<file path="config.mk">
export PLATFORM = sky130hd
export DESIGN_NAME = punc_loader_flat
export DESIGN_NICKNAME = d
export VERILOG_FILES = /design/src/rtl/punc_loader_pkg.sv /design/src/rtl/punc_loader_if.sv /design/src/rtl/punc_loader_asm.sv /design/src/rtl/punc_loader.sv /design/src/flat_wrapper.sv
export SDC_FILE = /design/constraint.sdc
export NUM_CORES = 1
export LEC_CHECK = 0
export CAP_MARGIN = 20
export CORE_MARGIN = 5
export CORE_UTILIZATION = 43
export CTS_CLUSTER_SIZE = 20
export DETAILED_ROUTE_END_ITERATION = 6
export PLACE_DENSITY = 0.66
export SETUP_SLACK_MARGIN = 0.5
export SLEW_MARGIN = 0
export SYNTH_ARGS = -nofsm -noshare
export SYNTH_HDL_FRONTEND = slang
export SYNTH_SLANG_ARGS = --single-unit
</file>
<file path="constraint.sdc">
create_clock -name clk -period 2.85 [get_ports clk]
set_input_delay 0.4275 -clock clk [delete_from_list [all_inputs] [get_ports clk]]
set_output_delay 0.4275 -clock clk [all_outputs]
set_load 0.02 [all_outputs]
</file>
<file path="src/rtl/punc_loader_pkg.sv">
// Shared definitions for the PUnC boot loader: state encodings and the default frame marker.
// PUNC_LOADER_CSUM_EN adds the checksum trailer states.
package punc_loader_pkg;

   localparam logic [7:0] SYNC_BYTE_DEFAULT = 8'h5A;

   typedef enum logic [3:0] {
      ST_IDLE    = 4'd0,
      ST_ADDR_HI = 4'd1,
      ST_ADDR_LO = 4'd2,
      ST_CNT_HI  = 4'd3,
      ST_CNT_LO  = 4'd4,
      ST_DATA_HI = 4'd5,
      ST_DATA_LO = 4'd6,
      ST_WRITE   = 4'd7,
`ifdef PUNC_LOADER_CSUM_EN
      ST_CSUM_HI = 4'd8,
      ST_CSUM_LO = 4'd9,
`endif
      ST_DONE    = 4'd10,
      ST_ERR     = 4'd11
   } loader_state_e;

endpackage

</file>
<file path="src/rtl/punc_loader_if.sv">
// Byte-stream input and memory write port of the PUnC loader.
// master = host/memory side, slave = loader side.
interface punc_loader_if;
   logic [7:0]  rx_data;
   logic        rx_valid;
   logic        rx_ready;
   logic        mem_wr_en;
   logic [15:0] mem_wr_addr;
   logic [15:0] mem_wr_data;

   modport master (
      output rx_data, rx_valid,
      input  rx_ready, mem_wr_en, mem_wr_addr, mem_wr_data
   );

   modport slave (
      input  rx_data, rx_valid,
      output rx_ready, mem_wr_en, mem_wr_addr, mem_wr_data
   );
endinterface

</file>
<file path="src/rtl/punc_loader_asm.sv">
// Big-endian byte-pair assembler: captures the high byte, then presents the full word
// together with the low byte, pulsing word_valid for that one cycle.
module punc_loader_asm (
   input  logic        clk,
   input  logic        rst,
   input  logic [7:0]  byte_data,
   input  logic        byte_en,
   output logic [15:0] word,
   output logic        word_valid
);

   logic [7:0] hi_reg;
   logic       phase_reg;

   always_ff @(posedge clk or negedge rst) begin
      if (!rst) begin
         hi_reg    <= 8'h00;
         phase_reg <= 1'b0;
      end else if (byte_en) begin
         if (!phase_reg) begin
            hi_reg <= byte_data;
         end
         phase_reg <= ~phase_reg;
      end
   end

   assign word       = {hi_reg, byte_data};
   assign word_valid = byte_en & phase_reg;

endmodule

</file>
<file path="src/rtl/punc_loader.sv">
// PUnC boot loader: parses SYNC/addr/count/data frames from a byte stream into memory writes,
// holding the core in reset until the image is in. PUNC_LOADER_CSUM_EN enables the checksum trailer.
module punc_loader
   import punc_loader_pkg::*;
#(
   parameter logic [7:0] SYNC_BYTE = SYNC_BYTE_DEFAULT
) (
   input  logic            clk,
   input  logic            rst,
   punc_loader_if.slave    bus,
   output logic            cpu_hold,
   output logic            load_done,
   output logic            load_err
);

`ifdef PUNC_LOADER_CSUM_EN
   localparam loader_state_e END_STATE = ST_CSUM_HI;
`else
   localparam loader_state_e END_STATE = ST_DONE;
`endif

   loader_state_e state_reg, state_next;
   logic [15:0]   addr_reg;
   logic [15:0]   cnt_reg;
   logic [15:0]   data_reg;
`ifdef PUNC_LOADER_CSUM_EN
   logic [15:0]   sum_reg;
`endif

   logic          accept;
   logic          asm_en;
   logic [15:0]   word;
   logic          word_valid;

   // rx_ready is gated by rst so nothing is accepted while reset is held
   assign bus.rx_ready = rst & ~(state_reg inside {ST_WRITE, ST_DONE, ST_ERR});
   assign accept       = bus.rx_valid & bus.rx_ready;
   // The sync byte never enters the assembler, keeping hi/lo pairing aligned with the fields
   assign asm_en       = accept & (state_reg != ST_IDLE);

   punc_loader_asm u_asm (
      .clk        (clk),
      .rst        (rst),
      .byte_data  (bus.rx_data),
      .byte_en    (asm_en),
      .word       (word),
      .word_valid (word_valid)
   );

   always_ff @(posedge clk or negedge rst) begin
      if (!rst) begin
         state_reg <= ST_IDLE;
      end else begin
         state_reg <= state_next;
      end
   end

   always_comb begin
      state_next = state_reg;
      case (state_reg)
         ST_IDLE:    if (accept && bus.rx_data == SYNC_BYTE) state_next = ST_ADDR_HI;
         ST_ADDR_HI: if (accept) state_next = ST_ADDR_LO;
         ST_ADDR_LO: if (word_valid) state_next = ST_CNT_HI;
         ST_CNT_HI:  if (accept) state_next = ST_CNT_LO;
         ST_CNT_LO:  if (word_valid) state_next = (word == 16'h0000) ? END_STATE : ST_DATA_HI;
         ST_DATA_HI: if (accept) state_next = ST_DATA_LO;
         ST_DATA_LO: if (word_valid) state_next = ST_WRITE;
         ST_WRITE:   state_next = (cnt_reg == 16'h0001) ? END_STATE : ST_DATA_HI;
`ifdef PUNC_LOADER_CSUM_EN
         ST_CSUM_HI: if (accept) state_next = ST_CSUM_LO;
         ST_CSUM_LO: if (word_valid) state_next = (word == sum_reg) ? ST_DONE : ST_ERR;
`endif
         ST_DONE:    state_next = ST_DONE;
         ST_ERR:     state_next = ST_ERR;
         default:    state_next = ST_IDLE;
      endcase
   end

   always_ff @(posedge clk or negedge rst) begin
      if (!rst) begin
         addr_reg <= 16'h0000;
         cnt_reg  <= 16'h0000;
         data_reg <= 16'h0000;
`ifdef PUNC_LOADER_CSUM_EN
         sum_reg  <= 16'h0000;
`endif
      end else begin
         case (state_reg)
            ST_ADDR_LO: if (word_valid) addr_reg <= word;
            ST_CNT_LO:  if (word_valid) cnt_reg <= word;
            ST_DATA_LO: begin
               if (word_valid) begin
                  data_reg <= word;
`ifdef PUNC_LOADER_CSUM_EN
                  sum_reg  <= sum_reg + word;
`endif
               end
            end
            ST_WRITE: begin
               // address wraps naturally at 16 bits
               addr_reg <= addr_reg + 16'h0001;
               cnt_reg  <= cnt_reg - 16'h0001;
            end
            default: ;
         endcase
      end
   end

   assign bus.mem_wr_en   = (state_reg == ST_WRITE);
   assign bus.mem_wr_addr = addr_reg;
   assign bus.mem_wr_data = data_reg;

   assign cpu_hold  = (state_reg != ST_DONE);
   assign load_done = (state_reg == ST_DONE);
`ifdef PUNC_LOADER_CSUM_EN
   assign load_err  = (state_reg == ST_ERR);
`else
   assign load_err  = 1'b0;
`endif

endmodule
</file>
<file path="src/flat_wrapper.sv">
// flat-port wrapper written by rule: the top's interface ports become plain ports
module punc_loader_flat import punc_loader_pkg::*;
#(
   parameter logic [7:0] SYNC_BYTE = SYNC_BYTE_DEFAULT
)
  (clk, rst, cpu_hold, load_done, load_err, bus_rx_data, bus_rx_valid, bus_rx_ready, bus_mem_wr_en, bus_mem_wr_addr, bus_mem_wr_data);
  punc_loader_if bus_i ();
  input  logic clk;
  input  logic rst;
  output logic cpu_hold;
  output logic load_done;
  output logic load_err;
  input wire logic [$bits(bus_i.rx_data)-1:0] bus_rx_data;
  input wire logic [$bits(bus_i.rx_valid)-1:0] bus_rx_valid;
  output wire logic [$bits(bus_i.rx_ready)-1:0] bus_rx_ready;
  output wire logic [$bits(bus_i.mem_wr_en)-1:0] bus_mem_wr_en;
  output wire logic [$bits(bus_i.mem_wr_addr)-1:0] bus_mem_wr_addr;
  output wire logic [$bits(bus_i.mem_wr_data)-1:0] bus_mem_wr_data;
  assign bus_i.rx_data = bus_rx_data;
  assign bus_i.rx_valid = bus_rx_valid;
  assign bus_rx_ready = bus_i.rx_ready;
  assign bus_mem_wr_en = bus_i.mem_wr_en;
  assign bus_mem_wr_addr = bus_i.mem_wr_addr;
  assign bus_mem_wr_data = bus_i.mem_wr_data;
  punc_loader #(.SYNC_BYTE(SYNC_BYTE)) u_core (.clk(clk), .rst(rst), .bus(bus_i), .cpu_hold(cpu_hold), .load_done(load_done), .load_err(load_err));
endmodule
</file>
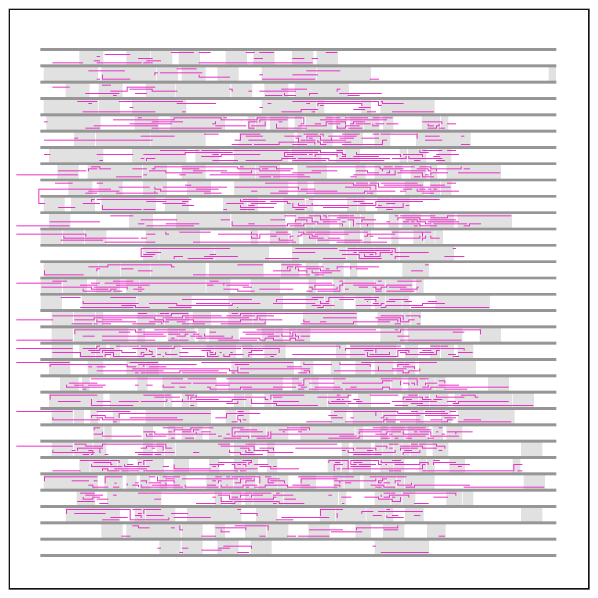
Fig. 1. The metal 1 layer (run 1).
Drawn at 6 px/µm. Supply wires on this layer in grey. Cells faint in the background.
The longest straight run is 37.7 µm. The layer holds 47% of the routed length. 360 nets have wire on it. The wires run mostly horizontal.

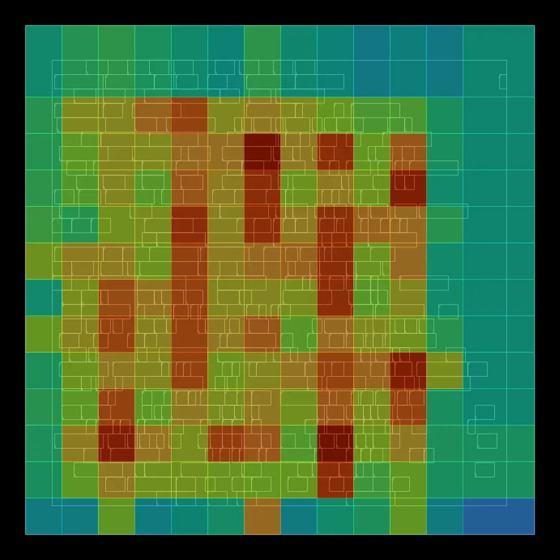
Fig. 2. Routing congestion (run 1).
drt wl/cell: 18.20 µm
fin util: 56.03%
grt peak-use layer: met2
Global Route met1 Usage: 29.05%
met3 GRT Util: 5.629%

==> out/summary.txt, run 1 <==
max-slew violations = 0
vias in the first global route = 2,810
fin crit period = 2.188 ns
worst-margin pin slew = 0.6372 ns
CP Max Fanout = 10
area leader, netlist = dfrtp_1
status = complete, no violations
IO Count = 48
Clock power frac = 19.7%
worst setup path startpoint = u_core.state_reg[3]
CTS max path bufs = 2
critical-path cell list = nor2b_2 -> nand2_1 -> inv_1 -> clkdlybuf4s50_1
die x size = 96.34 µm
sequential logic power = 1760 µW
Tot Pwr = 4467 µW
Worst setup EP type = primary output
gp weighted congestion = 0.8725
Synth Seq Share = 47.62%
Clk. pwr = 881 µW
async set or reset register ratio after synthesis = 100.0%
Dominant cell area share = 47.62%
hold_ws = 0.4444 ns
WL met2 = 4.095 mm
Synthesized Nets = 342
die height = 96.34 µm
Crit path buffers/inverters = 2
net switching power figure = 1804 µW
most common logic cell in the routed design = dfrtp_1
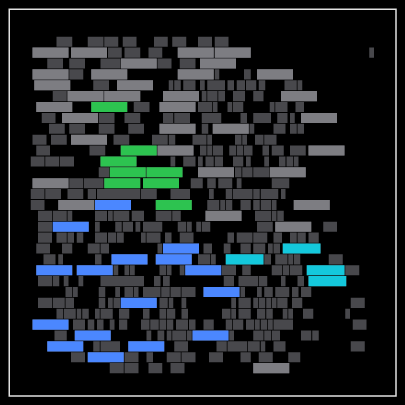
Fig. 3. Sequential cells grouped by signal name (run 1).
Drawn at 4 px/µm. Other sequential cells in the stronger grey, the rest of the logic in the fainter grey.
Blue stands for u_core.bus.mem_wr_addr, flops 16. Cyan stands for u_core.state_reg, flops 4. Green stands for u_core.u_asm.hi_reg, flops 8.
Another 33 sequential cells are not coloured.

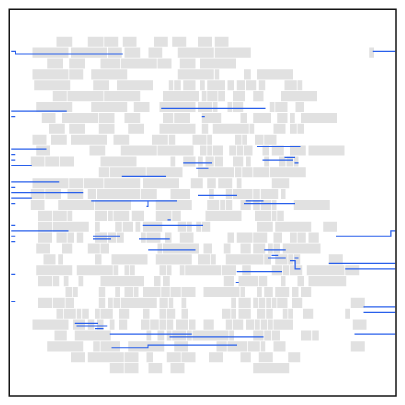
Fig. 4. M3 wires (run 1).
Drawn at 4 px/µm. Cells faint in the background.
The longest straight run is 26.7 µm. 48 nets have wire on it. The layer holds 5.2% of the routed length. The layer carries 462 µm of wire. The wires run mostly horizontal.

## run 1: through the flow
step / util, % / setup slack (ns) / instances
final: 56.03 / 0.6622 / 488
after global placement: 52.25 / 0.4993 / 468
after global routing: 56.03 / 0.5188 / 488
after floorplan: - / 0.9214 / 328
after detailed placement: 52.25 / 0.4686 / 468
after CTS: 55.48 / 0.4046 / 485
## run 1: final cells by class
| class | instances | area, µm² | share of cell area [%] |
|---|---|---|---|
| sequential | 61 | 1531 | 37.68 |
| timing repair buffer | 60 | 561.8 | 13.82 |
| inverter | 10 | 37.54 | 0.9236 |
| clock inverter | 7 | 98.84 | 2.432 |
| tap | 99 | 123.9 | 3.048 |
| clock buffer | 9 | 123.9 | 3.048 |
| multi-input combinational | 242 | 1587 | 39.04 |
## Run 2: what changed since run 1
Settings changed: PLACE_DENSITY 0.66 to 0.68.
Clock period 2.85 ns to 1.9 ns, I/O delays scaled along.
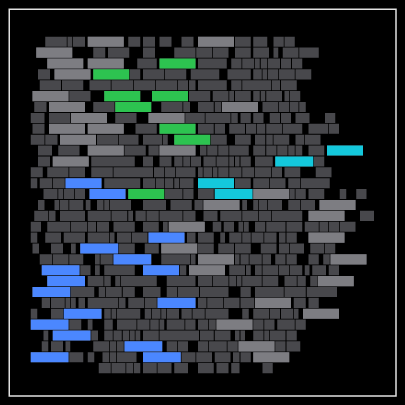
Fig. 5. Sequential cells grouped by signal name (run 2).
Drawn at 4 px/µm. Other sequential cells in the stronger grey, the rest of the logic in the fainter grey.
Green stands for u_core.u_asm.hi_reg, flops 8, where top middle. Blue stands for u_core.bus.mem_wr_addr, flops 16. Cyan stands for u_core.state_reg, flops 4.

==> out/summary.txt, run 2 <==
die x size = 96.34 µm (unchanged)
Clock power frac = 14.6% (was 19.7%)
# setup viols final = 4 (was 0)
clkbuf count = 10 (was 9)
worst-margin pin slew = 0.5325 ns (was 0.6372 ns)
Comb/total area = 39.64% (was 39.04%)
pre-CTS setup slack = -0.05964 ns (was 0.4686 ns)
status = finished with violations (was complete, no violations)
Synth Seq Share = 47.62% (unchanged)
Multi-In Gates = 242 (unchanged)
grt peak-use layer = met2 (unchanged)
fin util = 76.33% (was 56.03%)
Leading cell kind = logic gates (unchanged)
WL met2 = 6.274 mm (was 4.095 mm)
failing checks = setup timing
sequential logic power = 2750 µW (was 1760 µW)
signal buffers share of area = 25.74% (was 13.82%)
Register Area = 0.001544 mm² (was 0.001531 mm²)
worst setup path startpoint = u_core.state_reg[3] (unchanged)
Setup WS post-layout = -0.1079 ns (was 0.6622 ns)
Clk. pwr = 1250 µW (was 881 µW)
Dominant cell area share = 47.62% (unchanged)
inverter count = 10 (unchanged)
net switching power figure = 3692 µW (was 1804 µW)
vias in the first global route = 3,409 (was 2,810)
IO Count = 48 (unchanged)
Worst setup EP type = register (was primary output)
most common logic cell in the routed design = buf_4 (was dfrtp_1)
area leader, netlist = dfrtp_1 (unchanged)
Non-Filler Instances = 576 (was 488)
gp weighted congestion = 0.8557 (was 0.8725)
fin crit period = 2.008 ns
die height = 96.34 µm (unchanged)
met3 GRT Util = 7.506% (was 5.629%)
critical-path cell list = nand4b_1 -> buf_4 -> or2_4 -> buf_6 -> nor4_4 -> mux2i_1 -> a21o_1 (was nor2b_2 -> nand2_1 -> inv_1 -> clkdlybuf4s50_1)
drt wl/cell = 22.90 µm (was 18.20 µm)
hold_ws = 0.02058 ns (was 0.4444 ns)
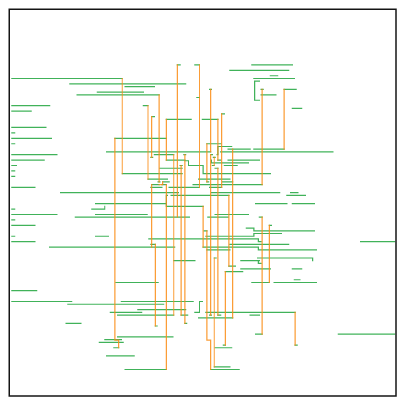
Fig. 6. Signal wires by layer (run 2).
Drawn at 4 px/µm. Two of the layers only.
Green stands for metal 3, wire length 1,080 µm. Orange stands for metal 4, wire length 784 µm.

==> run 2: cell count changes in the layout (fill, tap and decap cells not counted), moves of 10 or more <==
| cell | change |
|---|---|
| buf_4 | +45 |
| o21ai_1 | +10 |
| nor2_1 | -10 |
| o21ai_0 | -16 |
| dlygate4sd2_1 | +14 |
| mux2_4 | +24 |
| clkbuf_2 | +11 |
| dfrtp_2 | +10 |
| buf_6 | +37 |
| mux2_2 | -24 |
| dfrtp_1 | -10 |
| clkdlybuf4s50_1 | -35 |
| nand2_1 | -11 |
==> run 2: logic make-up after synthesis <==
kind of cell               share of synthesized area [%]
other                                             0.1170
DFF                                                47.62
adders and majority gates                          1.483
xor gates and xnor gates                           1.366
AOI/OAI and AO/OA                                  13.86
muxes                                              9.094
and+or+nand+nor                                    23.11
buffers and inverters                              3.357
Power is estimated from default activity; no workload was simulated.
